==> run_1/m1.png <==
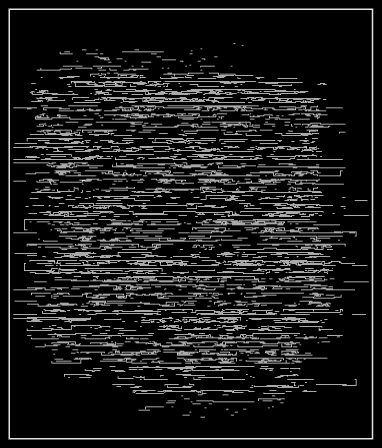
==> run_1/m2.png <==
The bar under the picture is 20 um long.
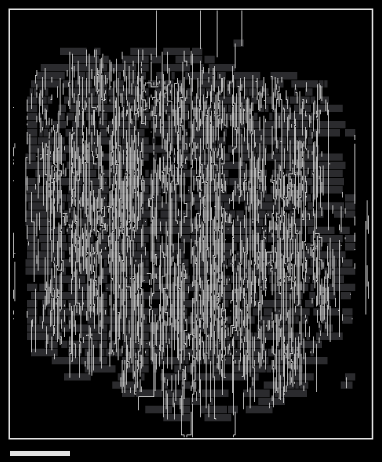
==> run_1/m3.png <==
The bar under the picture is 20 um long.
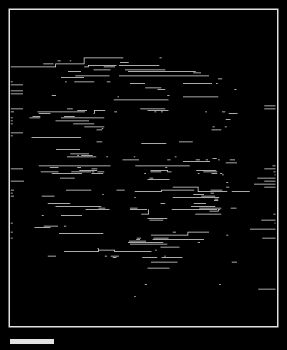
==> run_1/m4.png <==
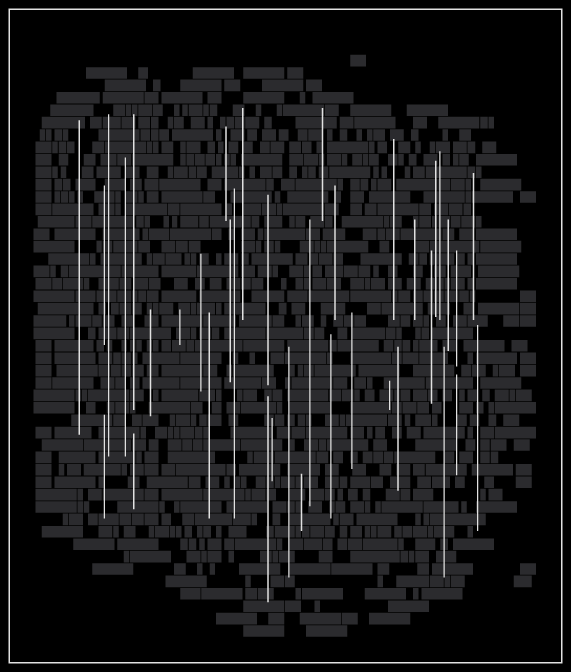
$ cat config.mk
export PLATFORM = sky130hd
export DESIGN_NAME = stat_counter_ctrl
export DESIGN_NICKNAME = d
export VERILOG_FILES = /design/src/rtl/stat_counter_ctrl.sv
export SDC_FILE = /design/constraint.sdc
export NUM_CORES = 1
export LEC_CHECK = 0
export CAP_MARGIN = 5
export CORE_ASPECT_RATIO = 1.2
export CORE_MARGIN = 5
export CORE_UTILIZATION = 57
export CTS_BUF_LIST = sky130_fd_sc_hd__clkbuf_4
export DETAILED_ROUTE_END_ITERATION = 7
export MAX_ROUTING_LAYER = met4
export PLACE_DENSITY = 0.87
export SKIP_LAST_GASP = 1
export SYNTH_ARGS = -nofsm -noshare
export SYNTH_HDL_FRONTEND = slang
export SYNTH_SLANG_ARGS = --single-unit
$ cat constraint.sdc
create_clock -name clk -period 2.8 [get_ports clk]
set_clock_uncertainty 0.05 [all_clocks]
set_input_delay 0.56 -clock clk [delete_from_list [all_inputs] [get_ports clk]]
set_output_delay 0.56 -clock clk [all_outputs]
set_load 0.01 [all_outputs]
$ cat src/rtl/stat_counter_ctrl.sv
// Run-control FSM with four wrapping statistics counters (cycles, jumps, branches, taken branches).
// rd_data is registered, one cycle after sel; no backpressure, events outside RUN are dropped.
module stat_counter_ctrl #(
  parameter int WIDTH = 32
) (
  input  logic             clk,
  input  logic             rst,
  input  logic             go,
  input  logic             halt,
  input  logic             ev_jmp,
  input  logic             ev_br,
  input  logic             ev_br_taken,
  input  logic             clr_req,
  output logic             clr_ack,
  input  logic [1:0]       sel,
  output logic [WIDTH-1:0] rd_data,
  output logic             running
);

  localparam logic [1:0] ST_IDLE   = 2'd0;
  localparam logic [1:0] ST_RUN    = 2'd1;
  localparam logic [1:0] ST_HALTED = 2'd2;
  localparam logic [1:0] ST_CLEAR  = 2'd3;

  logic [1:0]       state_q, state_d;
  logic             arm_q, arm_d;
  logic             clr_armed;
  logic             zero_all;
  logic [WIDTH-1:0] cyc_q, cyc_d;
  logic [WIDTH-1:0] jmp_q, jmp_d;
  logic [WIDTH-1:0] br_q, br_d;
  logic [WIDTH-1:0] tkn_q, tkn_d;
  logic [WIDTH-1:0] rd_q, rd_d;

  assign clr_armed = clr_req & arm_q;

  always_comb begin
    state_d = state_q;
    case (state_q)
      ST_IDLE, ST_HALTED: begin
        if (clr_armed)          state_d = ST_CLEAR;
        else if (go && !halt)   state_d = ST_RUN;
      end
      ST_RUN: begin
        if (clr_armed)          state_d = ST_CLEAR;
        else if (halt)          state_d = ST_HALTED;
      end
      default:                  state_d = ST_IDLE;
    endcase
  end

  // One ack per request: disarm on entering CLEAR, rearm only once clr_req is seen low.
  always_comb begin
    arm_d = arm_q;
    if (state_d == ST_CLEAR) arm_d = 1'b0;
    else if (!clr_req)       arm_d = 1'b1;
  end

  // Leaving RUN for CLEAR drops that cycle's increments so counters read zero throughout CLEAR.
  assign zero_all = (state_q == ST_CLEAR) || ((state_q == ST_RUN) && (state_d == ST_CLEAR));

  always_comb begin
    cyc_d = cyc_q;
    jmp_d = jmp_q;
    br_d  = br_q;
    tkn_d = tkn_q;
    if (zero_all) begin
      cyc_d = '0;
      jmp_d = '0;
      br_d  = '0;
      tkn_d = '0;
    end else if (state_q == ST_RUN) begin
      cyc_d = cyc_q + WIDTH'(1);
      jmp_d = jmp_q + WIDTH'(ev_jmp);
      br_d  = br_q  + WIDTH'(ev_br);
      tkn_d = tkn_q + WIDTH'(ev_br & ev_br_taken);
    end
  end

  always_comb begin
    rd_d = cyc_d;
    case (sel)
      2'd1:    rd_d = jmp_d;
      2'd2:    rd_d = br_d;
      2'd3:    rd_d = tkn_d;
      default: rd_d = cyc_d;
    endcase
  end

  always_ff @(posedge clk or negedge rst) begin
    if (!rst) begin
      state_q <= ST_IDLE;
      arm_q   <= 1'b1;
      cyc_q   <= '0;
      jmp_q   <= '0;
      br_q    <= '0;
      tkn_q   <= '0;
      rd_q    <= '0;
    end else begin
      state_q <= state_d;
      arm_q   <= arm_d;
      cyc_q   <= cyc_d;
      jmp_q   <= jmp_d;
      br_q    <= br_d;
      tkn_q   <= tkn_d;
      rd_q    <= rd_d;
    end
  end

  assign clr_ack = (state_q == ST_CLEAR);
  assign running = (state_q == ST_RUN);
  assign rd_data = rd_q;

endmodule
==> Changelog: implementation, run 1 <==
## Flow update

* Status: finished, final reports clean
* Antenna violations before repair at 0
* Die footprint at 17300 um^2
* Worst relative slew slack at 0.533
* Cell type with the largest total area: dfrtp_1
* Via Count at 6840
* Slew @ Worst Pin at 0.691 ns
* Dominant flop cell: dfrtp_1
* Setup crit end kind: primary output
* RSZ-0062 raised after global routing: no
* Number of global-route vias before repair at 6747
* Top cells by count, synth: dfrtp_1 (162), nor2_1 (144), xor2_1 (63)
* Pins Over Slew Limit at 0
* Fill cell count at 1048
* Post-Place Cells at 1064
* Leakage at 4.33 nW
* Clock Tree Buf Depth at 2
* Tcrit/Tclk final at 0.954
* Hold WC Path Type: register to register
* Ys async rst share at 1.00
* # Cells Yosys at 827
* Yosys warnings at 0
* Maximum vdd drop at 537 uV
* Fin crit period at 2.67 ns
* MaxCap Viol Count at 0
* Yosys top cell by instances: dfrtp_1
* Max-area cell share at 0.482
* DRC Markers at 0
* Clock transition at path regs at 0.11 ns
* Nets at 935
* Clk Tree Root Cell: clkbuf_4
* Cells after Synth at 827
* Tool warnings at 26
* IO buf count at 43
* Final hold violations at 0
* Placer Congestion at 0.975
* Crit start category: register
* Antenna diodes at 0
* Critical Path Fanout Max at 7
* Die H at 143 um
* Mapped Area at 8400 um^2
* Worst-skew pair later-pin latency at 0.56 ns
* Htree depth at 4
* Largest net degree at the start of global routing at 57
* Area grow syn2layout at 16.4%
* Starting Density at 0.583
* Worst hold slack at 0.433 ns
* Flops after synth at 163
* Antenna Nets Post-Route at 0
* Final setup vio count at 0
* Pwr Total at 5.03 mW
* Worst path required time at 2.19 ns
* Final WL at 21.8 mm
* GR Util All Layers at 0.271
* CP max stage cell: clkdlybuf4s50_1
* EDFF count, synth at 0
* CTS buffer count at 17
* Starting DRC count in detailed routing at 633
* FMAX at 374 MHz
* Biggest area cells: dfrtp_1 (48%), xor2_1 (6.6%), nor2_1 (6.4%)
* Setup CP Type: register to primary output
* First-pass GRT wire length at 34.9 mm
* Pre-antenna DRT Iters at 5
* Post-synthesis sequential area ratio at 0.485
* Critical Path Max Stage Delay at 0.54 ns
* Crit-path cells: nand2b_1, inv_4, buf_4, clkdlybuf4s50_1
* Yosys stat area at 8400 um^2
* DP Wirelength at 16.0 mm
* I/O pin cnt at 44
* Proportion of layout cells with a drive suffix above 1 at 0.157
* Row count at 48
* Finished Layout Cells at 1106
* Library cells used by synthesis at 59
* GRT Residual Overflow at 0
Back to the opening pictures, m1.png:
nets with wire on the layer: 859
share of all routed wire: 38%
longest straight run: 31.3 um

Back to the opening pictures, m2.png:
main direction: vertical
longest straight run: 62.9 um
nets with wire on the layer: 830
share of all routed wire: 49%

Back to the opening pictures, m3.png:
longest straight run: 40.5 um
nets with wire on the layer: 144
share of all routed wire: 6.2%

Back to the opening pictures, m4.png:
longest straight run: 74.8 um
wire length on this layer: 1380 um
share of all routed wire: 6.3%
nets with wire on the layer: 32

## run 1: layout by cell type (no fill, tap or decap), types with 7 or more instances in the layout
| master | n |
|---|---|
| dfrtp_1 | 160 |
| mux4_2 | 14 |
| inv_1 | 20 |
| nand4_1 | 43 |
| nor4_2 | 8 |
| and4_1 | 13 |
| ha_1 | 7 |
| a21oi_1 | 12 |
| clkbuf_4 | 20 |
| xnor2_1 | 55 |
| buf_4 | 60 |
| buf_12 | 7 |
| o22ai_1 | 18 |
| nor4_1 | 9 |
| nand3_1 | 43 |
| and3_1 | 22 |
| xor2_1 | 63 |
| nor2_1 | 143 |
| o22a_1 | 8 |
| and2_1 | 12 |
| clkdlybuf4s50_1 | 42 |
| nand2_1 | 51 |
| nor3_1 | 16 |
## run 1: cell families after synthesis
logic type	after synthesis	share of synthesized area
flops	163	0.485
xor+xnor	118	0.123
buf+inv	60	0.0299
mux	20	0.0453
compound gates	60	0.0499
simple gates	399	0.256
fa+ha+maj	7	0.0104
## run 1: per-stage QoR
stage                     TNS (ns)  setup WS [ns]   util  area (um^2)
after CTS                        0         0.0168  0.674         9720
after global routing             0         0.0218  0.679         9780
after detailed placement     -2.37         -0.164  0.653         9410
after global placement       -1.51         -0.125  0.653         9410
after floorplan                  0          0.367      -         8400
final                            0          0.128  0.679         9780
## run 1: where the power goes
part	leakage, nW	switching [mW]	total [mW]	internal, mW
registers	2.25	0.104	2.56	2.45
logic	1.92	0.622	1.04	0.421
clock network	0.163	0.798	1.43	0.637
total	4.33	1.52	5.03	3.51
## run 1: flip-flops by register name, indices dropped and copies added (netlist names)
signal   count
tkn_q       32
arm_q        1
br_q        32
state_q      2
rd_data     32
jmp_q       32
cyc_q       32
## run 1: repair_timing
action                                  4_1_cts  5_1_grt
endpoints found under the setup margin        1        1
gates resized                                 3        0
pin swaps                                     0        0
hold buffers                                  1        0
endpoints found under the hold margin        53        0
setup buffers                                 0        9
## run 1: per-layer routing
metal  GRT usage  part of all wire  vias to the layer above  routed length (um)
met2       0.426              0.49                      313               10700
met5           -                 0                        -                   0
met4       0.157             0.063                        0                1380
met1       0.329              0.38                     3366                8350
li1            -                 -                     3082                   -
met3      0.0495             0.062                       79                1360
## run 1: final cells by class
class	instances	area, um^2	area share
Clock buffer	20	150	0.0153
Sequential cell	163	4080	0.417
Clock inverter	12	139	0.0142
Tap cell	175	219	0.0224
Timing Repair Buffer	111	1030	0.105
Multi-Input combinational cell	604	4080	0.417
Inverter	21	81.3	0.00831
## run 1: path summary, 6_finish.rpt
| check | slack (ns) | cells past startpoint | from | end |
|---|---|---|---|---|
| max | 0.13 | 4 | state_q[1] | running |
| min | 0.43 | 2 | arm_q | arm_q |
| max reg2reg | 0.32 | 8 | state_q[1] | rd_data[11] |
| min reg2reg | 0.43 | 2 | arm_q | arm_q |
| max in group asynchronous | 1.49 | 3 | rst | rd_data[31] |
| min in group asynchronous | 0.47 | 2 | rst | br_q[24] |
## run 1: worst max-delay path, delay by kind of cell, from the launching register on
kind	cells	cell delay, ns
and+or+nand+nor	1	0.22
buffers and inverters	3	0.81
DFF	1	0.49
==> run 2, diff against run 1 <==
--- a/config.mk
+++ b/config.mk
@@ -10,9 +10,11 @@
 export CORE_MARGIN = 5
 export CORE_UTILIZATION = 57
 export CTS_BUF_LIST = sky130_fd_sc_hd__clkbuf_4
+export CTS_CLUSTER_DIAMETER = 120
 export DETAILED_ROUTE_END_ITERATION = 7
+export DONT_BUFFER_PORTS = 1
 export MAX_ROUTING_LAYER = met4
-export PLACE_DENSITY = 0.87
+export PLACE_DENSITY = 0.83
 export SKIP_LAST_GASP = 1
 export SYNTH_ARGS = -nofsm -noshare
 export SYNTH_HDL_FRONTEND = slang
==> Changelog: implementation, run 2 <==
## Flow update

* Most frequent logic cell in the layout: dfrtp_1 (unchanged)
* Tcrit/Tclk final at 0.898 (was 0.954)
* Worst r2r src: state_q[1] (unchanged)
* Number of global-route vias before repair at 6295 (was 6747)
* TritonCTS clock tree: built (unchanged)
* Hold WC Path Type: primary input to async pin (was register to register)
* Setup_tns at 0 ns (unchanged)
* DP Wirelength at 14.4 mm (was 16.0 mm)
* Pins Over Slew Limit at 0 (unchanged)
* Placer Congestion at 0.941 (was 0.975)
* RSZ-0062 raised after global routing: no (unchanged)
* Setup crit end kind: register (was primary output)
* Worst hold slack at -0.392 ns (was 0.433 ns)
* Post-Place Cells at 981 (was 1064)
* Htree depth at 4 (unchanged)
* # Cells Yosys at 827 (unchanged)
* Die H at 143 um (unchanged)
* Top cells by count, synth: dfrtp_1 (162), nor2_1 (144), xor2_1 (63) (unchanged)
* Mapped Area at 8400 um^2 (unchanged)
* Top cells excl fill/tap: dfrtp_1 (162), nor2_1 (143), xor2_1 (63), xnor2_1 (55), nand2_1 (51) (was dfrtp_1 (160), nor2_1 (143), xor2_1 (63), buf_4 (60), xnor2_1 (55))
* First-pass GRT wire length at 32.9 mm (was 34.9 mm)
* Leakage at 3.90 nW (was 4.33 nW)
* Antenna violations before repair at 1 (was 0)
* Row count at 48 (unchanged)
* Crit start category: register (unchanged)
* Worst-skew pair later-pin latency at 0.60 ns (was 0.56 ns)
* Critical Path Fanout Max at 12 (was 7)
* Cell type with the largest total area: dfrtp_1 (unchanged)
* Largest net degree at the start of global routing at 164 (was 57)
* MaxCap Viol Count at 0 (unchanged)
* Yosys stat area at 8400 um^2 (unchanged)
* Cts repair resizes at 0 (was 3)
* EDFF count, synth at 0 (unchanged)
* Final setup vio count at 0 (unchanged)
* Status: complete, but fails checks (was finished, final reports clean)
* Clock Tree Buf Depth at 2 (unchanged)
* Clk Tree Root Cell: clkbuf_4 (unchanged)
* Fin util at 0.617 (was 0.679)
* Biggest area cells: dfrtp_1 (48%), xor2_1 (6.6%), nor2_1 (6.4%) (unchanged)
* Slew @ Worst Pin at 0.587 ns (was 0.691 ns)
* Worst relative slew slack at 0.608 (was 0.533)
* Fin crit period at 2.52 ns (was 2.67 ns)
* Die footprint at 17300 um^2 (unchanged)
* Area grow syn2layout at 5.82% (was 16.4%)
* Nets at 844 (was 935)
* GRT Residual Overflow at 0 (unchanged)
* CTS hold repair buffers at 2 (was 1)
* Yosys top cell by instances: dfrtp_1 (unchanged)
* Dominant flop cell: dfrtp_1 (unchanged)
* Setup CP Type: register to register (was register to primary output)
* Failing checks: negative hold slack
* Antenna Nets Post-Route at 0 (unchanged)
* Post-synthesis sequential area ratio at 0.485 (unchanged)
* Library cells used by synthesis at 59 (unchanged)
* FMAX at 398 MHz (was 374 MHz)
* Yosys warnings at 0 (unchanged)
* Finished Layout Cells at 1015 (was 1106)
* Clock transition at path regs at 0.13 ns (was 0.11 ns)
* Starting DRC count in detailed routing at 644 (was 633)
* Via Count at 6361 (was 6840)
* GR Util All Layers at 0.257 (was 0.271)
* Starting Density at 0.583 (unchanged)
* Ys async rst share at 1.00 (unchanged)
* Final hold violations at 163 (was 0)
run 2: cell counts after synthesis:
Identical to the previous run, type by type.
run 2: worst paths after layout:
kind | to | cells after the start | slack, ns
setup / recovery | rd_data[13] | 6 | 0.28
hold / removal | br_q[8] | 0 | -0.39
setup reg to reg | rd_data[13] | 6 | 0.28
hold reg to reg | arm_q | 2 | 0.44
max in group asynchronous | arm_q | 0 | 2.83
min in group clk | rd_data[17] | 1 | 0.06
run 2: cell type report:
class | count | area (um^2)
fillers | 1153 | 5520
clock buffers | 18 | 135
diodes | 1 | 2.50
flip-flops and latches | 163 | 4080
multi-input cells | 604 | 4080
repair buffers | 20 | 155
well taps | 175 | 219
inverters | 21 | 78.8
clock inverters | 13 | 143
run 2: critical path: stages, from the launching register on:
cell,delay [ns]
dfrtp_1,0.51
nand2b_1,0.27
or2_2,0.47
nor4_1,0.44
xnor2_1,0.16
nor2_1,0.06
mux4_2,0.45
run 2: cell families (layout without fill, tap and decap cells):
group | count (synthesis) | after routing | share of synthesized area
buffers and inverters | 60 | 72 | 0.0299
and+or+nand+nor | 399 | 399 | 0.256
muxes | 20 | 20 | 0.0453
xor gates and xnor gates | 118 | 118 | 0.123
AOI/OAI and AO/OA | 60 | 60 | 0.0499
adders and majority gates | 7 | 7 | 0.0104
DFF | 163 | 163 | 0.485
other | 0 | 1 | 0
run 2: through the flow:
step                      hold slack, ns  setup slack [ns]  power (mW)  cell area (um^2)
after floorplan                    0.214             0.367        3.11              8400
after global placement             0.219             0.298        3.32              8590
after detailed placement           0.221             0.263        3.34              8590
after CTS                         -0.437             0.326        4.74              8890
after global routing              -0.451             0.111        4.93              8890
final                             -0.392             0.285        4.72              8890
run 2: report_power, final:
part           leakage, nW  switching [mW]  internal (mW)
logic                 1.50           0.503          0.246
clock network        0.144           0.806          0.606
registers             2.25           0.110           2.45
run 2: metal layers:
layer,part of all wire,GRT usage,up-vias
li1,-,-,2904
met1,0.41,0.323,3123
met2,0.48,0.400,269
met3,0.060,0.0515,65
met4,0.054,0.129,0
met5,0,-,-
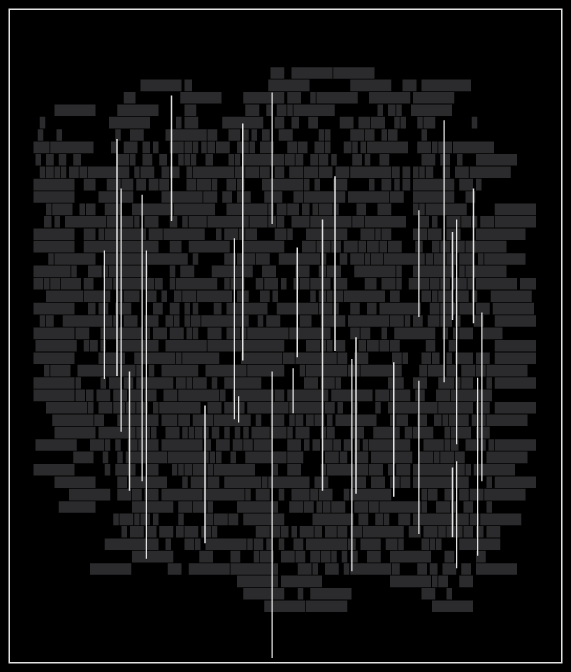
(run_2/m4.png)
wire length on this layer: 1100 um
nets with wire on the layer: 25
main direction: vertical
share of all routed wire: 5.4%

No activity file was given, so power comes from the tool's default toggle rates.
